File: config.mk
export PLATFORM = sky130hd
export DESIGN_NAME = fpga_robots_game_serial_rx
export DESIGN_NICKNAME = d
export VERILOG_FILES = /design/src/rtl/fpga_robots_game_serial_rx.sv
export SDC_FILE = /design/constraint.sdc
export NUM_CORES = 1
export LEC_CHECK = 0
export ABC_CLOCK_PERIOD_IN_PS = 1700
export CORE_UTILIZATION = 48
export CTS_CLUSTER_DIAMETER = 150
export DETAILED_ROUTE_END_ITERATION = 16
export PLACE_DENSITY_LB_ADDON = 0.15
export SLEW_MARGIN = 30
export SYNTH_ARGS = -nofsm -noshare
export SYNTH_HDL_FRONTEND = slang
export SYNTH_SLANG_ARGS = --single-unit
File: constraint.sdc
create_clock -name clk -period 1.7 [get_ports clk]
set_clock_uncertainty 0.15 [all_clocks]
set_input_delay 0.17 -clock clk [delete_from_list [all_inputs] [get_ports clk]]
set_output_delay 0.17 -clock clk [all_outputs]
set_load 0.03 [all_outputs]
File: src/rtl/fpga_robots_game_serial_rx.sv
// ---------------------------------------------------------------------------
// fpga_robots_game_serial_rx
//
// UART receiver for the game's serial console port. The frame format is 8N1,
// LSB first, and the line is oversampled 8x using the baud8 tick from the
// clock block. A received byte goes into a one-entry holding register and is
// offered on a valid/ready handshake. Overrun and framing errors are reported
// as single-cycle pulses.
//
// Ports
//   clk          in   system clock (~65 MHz)
//   rst_n        in   synchronous active-low reset
//   baud8        in   single-cycle oversample tick (8 per bit time)
//   rxd          in   raw serial line, asynchronous, idle high
//   rx_data      out  received byte, stable while rx_valid is high
//   rx_valid     out  holding register full
//   rx_ready     in   consumer ready
//   rx_overrun   out  pulse: complete byte dropped, holding register was full
//   rx_frame_err out  pulse: stop bit sampled low
//   rx_busy      out  receiver FSM not idle
//   fsm_state    out  current FSM state encoding (debug visibility)
//
// Handshake: a byte transfers on every rising clk edge where rx_valid and
// rx_ready are both 1. rx_valid never drops without a transfer, and rx_data
// does not change while rx_valid is high unless a transfer happens on that
// same edge. rx_ready is ignored while rx_valid is 0.
// ---------------------------------------------------------------------------
module fpga_robots_game_serial_rx (
  input  logic       clk,
  input  logic       rst_n,
  input  logic       baud8,
  input  logic       rxd,
  output logic [7:0] rx_data,
  output logic       rx_valid,
  input  logic       rx_ready,
  output logic       rx_overrun,
  output logic       rx_frame_err,
  output logic       rx_busy,
  output logic [2:0] fsm_state
);

  typedef enum logic [2:0] {
    IDLE      = 3'd0,
    START     = 3'd1,
    DATA      = 3'd2,
    STOP      = 3'd3,
    WAIT_IDLE = 3'd4
  } state_t;

  state_t     state;
  state_t     state_nxt;
  logic [2:0] tickctr;
  logic [2:0] tickctr_nxt;
  logic [2:0] bitctr;
  logic [2:0] bitctr_nxt;
  logic [7:0] shreg;
  logic [7:0] shreg_nxt;

  logic       sync1;
  logic       rxs;

  // Strobes from the FSM, valid only in the stop-sample tick cycle.
  logic       deliver;
  logic       frame_err;
  logic       accept;

  // -------------------------------------------------------------------------
  // Two-flop synchronizer. Resets to the idle level so a reset never looks
  // like a start bit.
  // -------------------------------------------------------------------------
  always_ff @(posedge clk) begin
    if (!rst_n) begin
      sync1 <= 1'b1;
      rxs   <= 1'b1;
    end else begin
      sync1 <= rxd;
      rxs   <= sync1;
    end
  end

  // -------------------------------------------------------------------------
  // FSM state and counters.
  // -------------------------------------------------------------------------
  always_ff @(posedge clk) begin
    if (!rst_n) begin
      state   <= IDLE;
      tickctr <= 3'd0;
      bitctr  <= 3'd0;
      shreg   <= 8'h00;
    end else begin
      state   <= state_nxt;
      tickctr <= tickctr_nxt;
      bitctr  <= bitctr_nxt;
      shreg   <= shreg_nxt;
    end
  end

  // -------------------------------------------------------------------------
  // Next-state logic. Nothing moves unless baud8 is high, so with baud8
  // held low the receiver is frozen in place.
  // -------------------------------------------------------------------------
  always_comb begin
    state_nxt   = state;
    tickctr_nxt = tickctr;
    bitctr_nxt  = bitctr;
    shreg_nxt   = shreg;
    deliver     = 1'b0;
    frame_err   = 1'b0;

    if (baud8) begin
      case (state)
        IDLE: begin
          if (!rxs) begin
            state_nxt   = START;
            tickctr_nxt = 3'd0;
          end
        end

        START: begin
          // Fourth tick after detection lands near the middle of the start
          // bit; a line that is already high again was only a glitch.
          if (tickctr == 3'd3) begin
            tickctr_nxt = 3'd0;
            if (!rxs) begin
              state_nxt  = DATA;
              bitctr_nxt = 3'd0;
            end else begin
              state_nxt = IDLE;
            end
          end else begin
            tickctr_nxt = tickctr + 3'd1;
          end
        end

        DATA: begin
          if (tickctr == 3'd7) begin
            // LSB arrives first, so shifting in at the MSB leaves bit 0 in
            // place after the eighth sample.
            shreg_nxt   = {rxs, shreg[7:1]};
            tickctr_nxt = 3'd0;
            if (bitctr == 3'd7) begin
              state_nxt = STOP;
            end else begin
              bitctr_nxt = bitctr + 3'd1;
            end
          end else begin
            tickctr_nxt = tickctr + 3'd1;
          end
        end

        STOP: begin
          if (tickctr == 3'd7) begin
            tickctr_nxt = 3'd0;
            if (rxs) begin
              deliver   = 1'b1;
              state_nxt = IDLE;
            end else begin
              frame_err = 1'b1;
              state_nxt = WAIT_IDLE;
            end
          end else begin
            tickctr_nxt = tickctr + 3'd1;
          end
        end

        WAIT_IDLE: begin
          // A line held low (break) must return high before the next start
          // can be recognised.
          if (rxs) begin
            state_nxt = IDLE;
          end
        end

        default: begin
          state_nxt   = IDLE;
          tickctr_nxt = 3'd0;
          bitctr_nxt  = 3'd0;
        end
      endcase
    end
  end

  // -------------------------------------------------------------------------
  // Holding register and error pulses.
  // -------------------------------------------------------------------------
  assign accept = rx_valid & rx_ready;

  always_ff @(posedge clk) begin
    if (!rst_n) begin
      rx_data      <= 8'h00;
      rx_valid     <= 1'b0;
      rx_overrun   <= 1'b0;
      rx_frame_err <= 1'b0;
    end else begin
      rx_overrun   <= 1'b0;
      rx_frame_err <= frame_err;
      if (deliver) begin
        // The register is free if empty or being drained on this same edge.
        if (!rx_valid || rx_ready) begin
          rx_data  <= shreg;
          rx_valid <= 1'b1;
        end else begin
          rx_overrun <= 1'b1;
        end
      end else if (accept) begin
        rx_valid <= 1'b0;
      end
    end
  end

  assign rx_busy   = (state != IDLE);
  assign fsm_state = state;

endmodule

==> run_1/util_map.png <==
11 x 11 tiles, from black (low) to pale yellow (high), 0 to 100% covered.
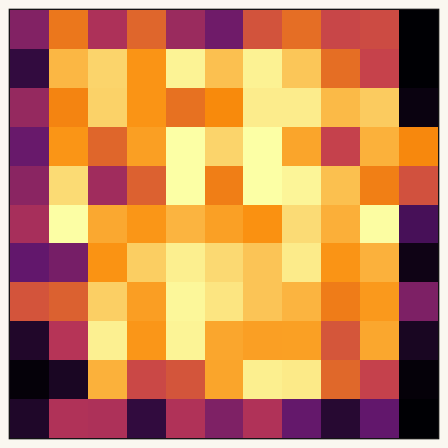
4.1% of the tiles are nearly empty. 50% of the tiles are over 75% full. The densest ninth of the die: middle. The fullest tile reaches 100%. The mean over all tiles is 64%.
Core Util, Final: 74.27%
core area: 2758 um2

==> run_1/placed.png <==
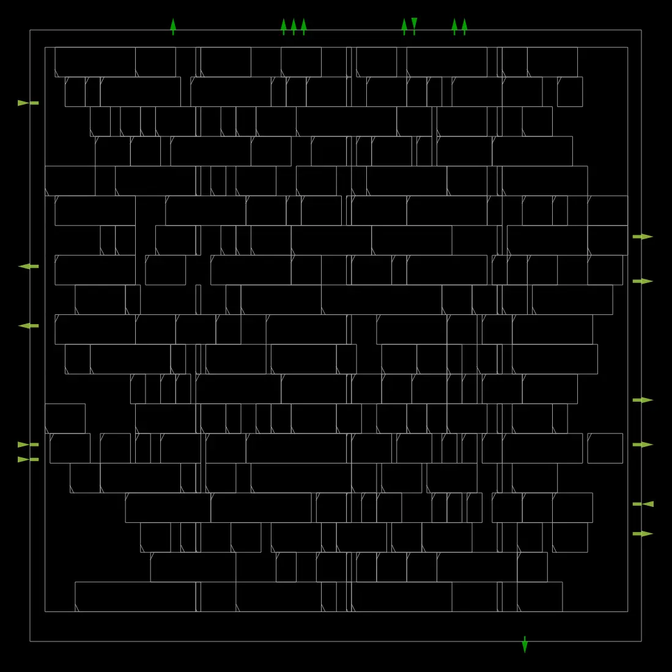
sequential cell count of the final layout: 30
sequential share of cell area: 29.63%
tap cell count: 31
row count: 19
number of standard cells in the layout, taps in and fillers out: 225

==> metrics.json, run 1 <==
{
  "yosys_register_bits": 30,
  "yosysSeqAreaShare_pct": 42.93,
  "floorplan.die_area_um2": 3134,
  "grt_pass1_vias": 1219,
  "maxUsedRoutingLayer": "met4",
  "grt_antenna_before_repair": 0,
  "cts.htree.levels": 2,
  "routed-wl-met3_um": 150,
  "max-clock-path-buffers": 2,
  "slew_headroom_pct": 77.70,
  "rsz0062_at_grt": "true",
  "holdPathStages": 2,
  "startpoint": "tickctr[0]$_SDFFE_PN0P_",
  "clock_power_share_pct": 49.2,
  "crit_slowest_cell": "sky130_fd_sc_hd__dfxtp_2",
  "vdd.ir_drop.worst_mv": 0.8398,
  "stage_log_warnings": 31,
  "vias_per_cell": 5.511,
  "multi_input_comb_area_um2": 893.4,
  "critPathKind": "reg2reg",
  "ys_cells": 156,
  "cts_root_buf": "sky130_fd_sc_hd__clkbuf_4",
  "syn_nets": 168,
  "firstDrtPassIters": 4,
  "grt_max_degree": 18,
  "leakagePower_nw": 0.9875,
  "seqPwrFrac_pct": 46.2,
  "antennaDiodeCount": 0,
  "global_routing_s_busiest_layer": "met2",
  "synth_cell_types": 33,
  "mux_share_pct": 9.392,
  "gpl_wtd_cong": 0.8490,
  "layout_min_cycle_time_ns": 1.700,
  "fp.dieW_um": 55.99,
  "detailedRoute.firstIterationViolations": 49,
  "global_route.usage.met1_pct": 26.99,
  "synthesis.area_per_instance_um2": 8.967,
  "met2_length_um": 1630,
  "hold_path_class": "in2reg",
  "run_status": "finished, final reports clean",
  "worst_skew_pair.late_latency_ns": 0.33,
  "drtAntennaViolNets": 0,
  "swShare_pct": 19.64,
  "critPathCapture": "rx_data[5]$_SDFFE_PN0P_",
  "clock_sink_count": 30,
  "timing_hold_violations_final": 0,
  "yosys_area_um2": 1399
}
==> run_1/m3.png <==
Scale bar: 20 um.
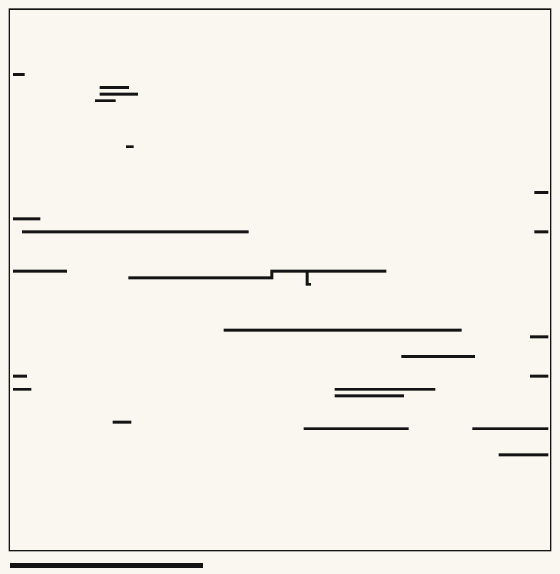
The layer carries 151 um of wire. 19 nets have wire on it. The longest straight run is 24.4 um. The wires run mostly horizontal. The layer holds 4.6% of the routed length.
total number of vias: 1240
met3 usage in global routing: 5.349%
WL final: 3278 um

==> run_1/port_trees.png <==
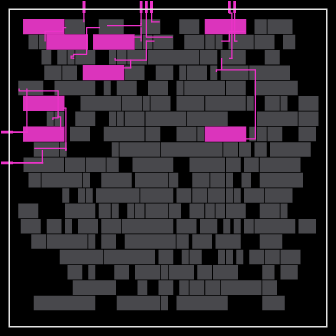
Key: `rx_data` = magenta [direction output, end cells 8, buffers 8, wire 149 um]
number of ports placed on the die boundary: 20
count of buffers inserted at the top-level ports: 19

## run 1: area by class of cell
class / count / area share, %
sequential: 30 / 29.63
tap: 31 / 1.894
inverter: 4 / 0.7330
timing repair buffer: 39 / 18.69
clock inverter: 2 / 2.932
multi-input combinational: 113 / 43.62
clock buffer: 6 / 2.505
## run 1: synth_stat cells (all sizes together)
cell      n  area share, %
a211oi    2            1.1
a22oi     1           0.54
a2bb2oi   1           0.63
a32o      2            1.4
and2b     1           0.54
and3      1           0.45
buf       6            3.0
clkbuf    3           0.80
dfxtp    30             43
ha        7            6.3
inv       4            1.1
mux2      1           0.80
mux2i    12            8.6
nand2    19            5.1
nand2b    5            2.8
nand3    11            4.3
nand4b    1           0.63
nor2     18            4.8
nor2b     6            2.7
nor3      3            1.1
nor3b     1           0.54
nor4      2            2.0
o211a     1           0.72
o21ai    14            5.0
o311a     1           0.72
o41ai     1           0.63
or2       1           0.45
or3       1           0.45
## run 1: stage by stage
stage          total power, mW  cells  util [%]  setup TNS, ns
2_1_floorplan           0.7600    156         -              0
3_3_place_gp            0.7902    213     62.02        -0.3098
3_5_place_dp            0.7911    213     62.02         -1.100
4_1_cts                  1.542    222     68.24     -0.0004625
5_1_grt                  1.581    225     74.27        -0.6471
6_report                 1.537    225     74.27              0
## run 1: repair_timing
| item | in CTS | in global routing |
|---|---|---|
| resized | 18 | 40 |
| hold buffers | 0 | 0 |
| gates cloned | 0 | 1 |
| setup buffers | 1 | 2 |
| endpoints found under the setup margin | 22 | 32 |
| pin swaps | 3 | 8 |
## run 1: registers in the layout, summed over array words and instances, names as in the netlist
name	count
rx_overrun	1
rx_frame_err	1
bitctr	3
rx_valid	1
tickctr	3
sync1	1
shreg	8
rxs	1
fsm_state	3
rx_data	8
==> run_1/gates.png <==
Scale bar: 20 um.
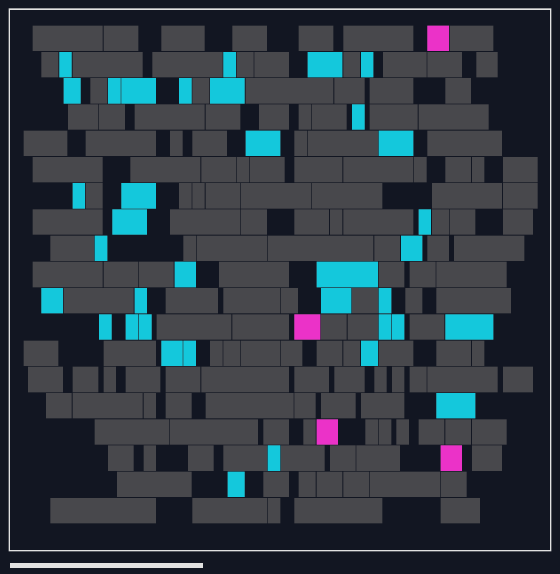

==> run 1 -> run 2 <==
Settings changed: SKIP_CTS_REPAIR_TIMING set to 1.
==> run_2/gates.png <==
Scale bar: 20 um.
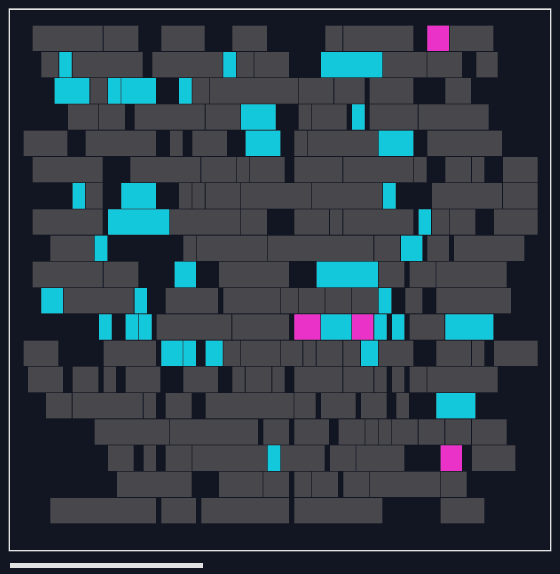
Key: and/or cells = magenta [cells 4]; nand cells = cyan [cells 36, most used nand2_1]
fraction of area in multi-input gates: 43.43%
highest-count logic cell in the final layout: sky130_fd_sc_hd__dfxtp_1
number of standard cells in the layout, taps in and fillers out: 228

==> run 2 against run 1 <==
- die area unchanged
- synthesized cell count did not move
- combinational power barely moved
- sequential share of layout area shrank 0.78 points
- largest cell class unchanged
- the run now ends with setup timing left
- critical path type unchanged
==> metrics.json, run 2 <==
{
  "run_status": "finished, violations left",
  "violations": "setup timing",
  "yosys.area.top_type": "sky130_fd_sc_hd__dfxtp_1",
  "synthArstFlopShare": {"value": 0, "unit": "%", "change": "unchanged"},
  "global_route.usage.met1": {"value": 26.40, "unit": "%", "change": "-0.59 points"},
  "post_synth_edffs": {"value": 0, "change": "unchanged"},
  "gpl_wtd_cong": {"value": 0.8490, "change": "unchanged"},
  "detailedRoute.firstIterationViolations": {"value": 35, "change": "-29%"},
  "yosys_area": {"value": 1399, "unit": "um2", "change": "unchanged"},
  "drt_wl_total": {"value": 3240, "unit": "um", "change": "-1.2%"},
  "reg_top3": "rx_data: 8 flops, shreg: 8 flops",
  "yosys_register_bits": {"value": 30, "change": "unchanged"},
  "groute.layer.met3.usage": {"value": 5.116, "unit": "%", "change": "-0.23 points"},
  "yosysSeqAreaShare": {"value": 42.93, "unit": "%", "change": "unchanged"},
  "synthesis.area_per_instance": {"value": 8.967, "unit": "um2", "change": "unchanged"},
  "layout_min_cycle_time": {"value": 1.722, "unit": "ns", "change": "+0.02267 ns"},
  "seqPwrFrac": {"value": 46.4, "unit": "%", "change": "+0.2 points"},
  "floorplan.die_area": {"value": 3134, "unit": "um2", "change": "unchanged"},
  "cts.htree.levels": {"value": 2, "change": "unchanged"},
  "layout_setup_ws_ns": -0.02239,
  "yosysTopAreaCellShare": {"value": 42.93, "unit": "%", "change": "unchanged"},
  "timing_hold_violations_final": {"value": 0, "change": "unchanged"},
  "vias_per_cell": {"value": 5.478, "change": "-0.60%"},
  "post-route-util": {"value": 76.27, "unit": "%", "change": "+2.0 points"},
  "tns": {"value": -0.06430, "unit": "ns", "change": "-0.06430 ns"},
  "timing.final.setup_violations": 3,
  "fp-row-count": {"value": 19, "change": "unchanged"},
  "fp.dieW": {"value": 55.99, "unit": "um", "change": "unchanged"},
  "hold_path_class": "in2reg",
  "cts_root_buf": "sky130_fd_sc_hd__clkbuf_4",
  "topCellsByArea": "sky130_fd_sc_hd__dfxtp_1 43%, sky130_fd_sc_hd__mux2i_1 8.6%, sky130_fd_sc_hd__ha_1 6.3%, sky130_fd_sc_hd__nand2_1 5.1%, sky130_fd_sc_hd__nor2_1 4.8%",
  "vdd.ir_drop.worst": {"value": 0.7986, "unit": "mV", "change": "-4.9%"},
  "met2_length": {"value": 1581, "unit": "um", "change": "-3.0%"},
  "grt_antenna_before_repair": {"value": 0, "change": "unchanged"},
  "clock_power_share": {"value": 49.0, "unit": "%", "change": "-0.2 points"},
  "dr_total_vias": {"value": 1249, "change": "+0.73%"},
  "grt_pass1_vias": {"value": 1157, "change": "-5.1%"},
  "stage_log_warnings": {"value": 30, "change": "-3.2%"},
  "critPathKind": "reg2reg",
  "critPathCapture": "bitctr[1]$_SDFFE_PN0P_",
  "crit_slowest_cell": "sky130_fd_sc_hd__o311a_1",
  "ys_cells": {"value": 156, "change": "unchanged"},
  "leakagePower": {"value": 1.057, "unit": "nW", "change": "+7.1%"},
  "rsz0062_at_grt": "true",
  "maxUsedRoutingLayer": "met4",
  "synth.most_common_cell": "sky130_fd_sc_hd__dfxtp_1",
  "syn_nets": {"value": 168, "change": "unchanged"},
  "count_of_buffers_inserted_at_the_top_level_ports": {"value": 19, "change": "unchanged"},
  "global_routing_s_busiest_layer": "met2"
}
run 2: final cells by class:
| class | count | share of cell area [%] |
|---|---|---|
| clock inverters | 2 | 2.855 |
| well taps | 31 | 1.844 |
| repair buffers | 42 | 19.87 |
| multi-input cells | 113 | 43.43 |
| flip-flops and latches | 30 | 28.85 |
| clock buffers | 6 | 2.439 |
| inverters | 4 | 0.7139 |
run 2: stage by stage:
step                total power, mW  setup slack (ns)  area (um2)  hold slack, ns  instances
floorplan                    0.7600          0.002867        1403          0.1215        156
global placement             0.7902          -0.04668        1710          0.2581        213
detailed placement           0.7911           -0.1113        1710          0.2575        213
CTS                           1.542           -0.2823        1822          0.2483        221
global route                  1.581           -0.1074        2103          0.2627        228
finish                        1.531          -0.02239        2103          0.2606        228
run 2: cell families (layout without fill, tap and decap cells):
logic type / Yosys count / in the layout / share of synthesized area, %
buffers and inverters: 13 / 54 / 4.919
flip-flops: 30 / 30 / 42.93
AND/OR/NAND/NOR: 70 / 70 / 25.76
multiplexers: 13 / 13 / 9.392
adder cells (fa/ha/maj): 7 / 7 / 6.261
AND-OR/OR-AND: 23 / 23 / 10.73
run 2: how the worst min path moves through the flow:
stage,startpoint,endpoint,slack [ns],cells past startpoint
6_report,rxd,sync1$_SDFF_PN1_,0.26,2
5_1_grt,rxd,sync1$_SDFF_PN1_,0.26,2
4_1_cts,rxd,sync1$_SDFF_PN1_,0.25,2
3_5_place_dp,sync1$_SDFF_PN1_,rxs$_SDFF_PN1_,0.26,1
3_3_place_gp,sync1$_SDFF_PN1_,rxs$_SDFF_PN1_,0.26,1
2_1_floorplan,rxd,sync1$_SDFF_PN1_,0.12,1
Power figures rest on the tool's default switching activity, not on a simulated workload.
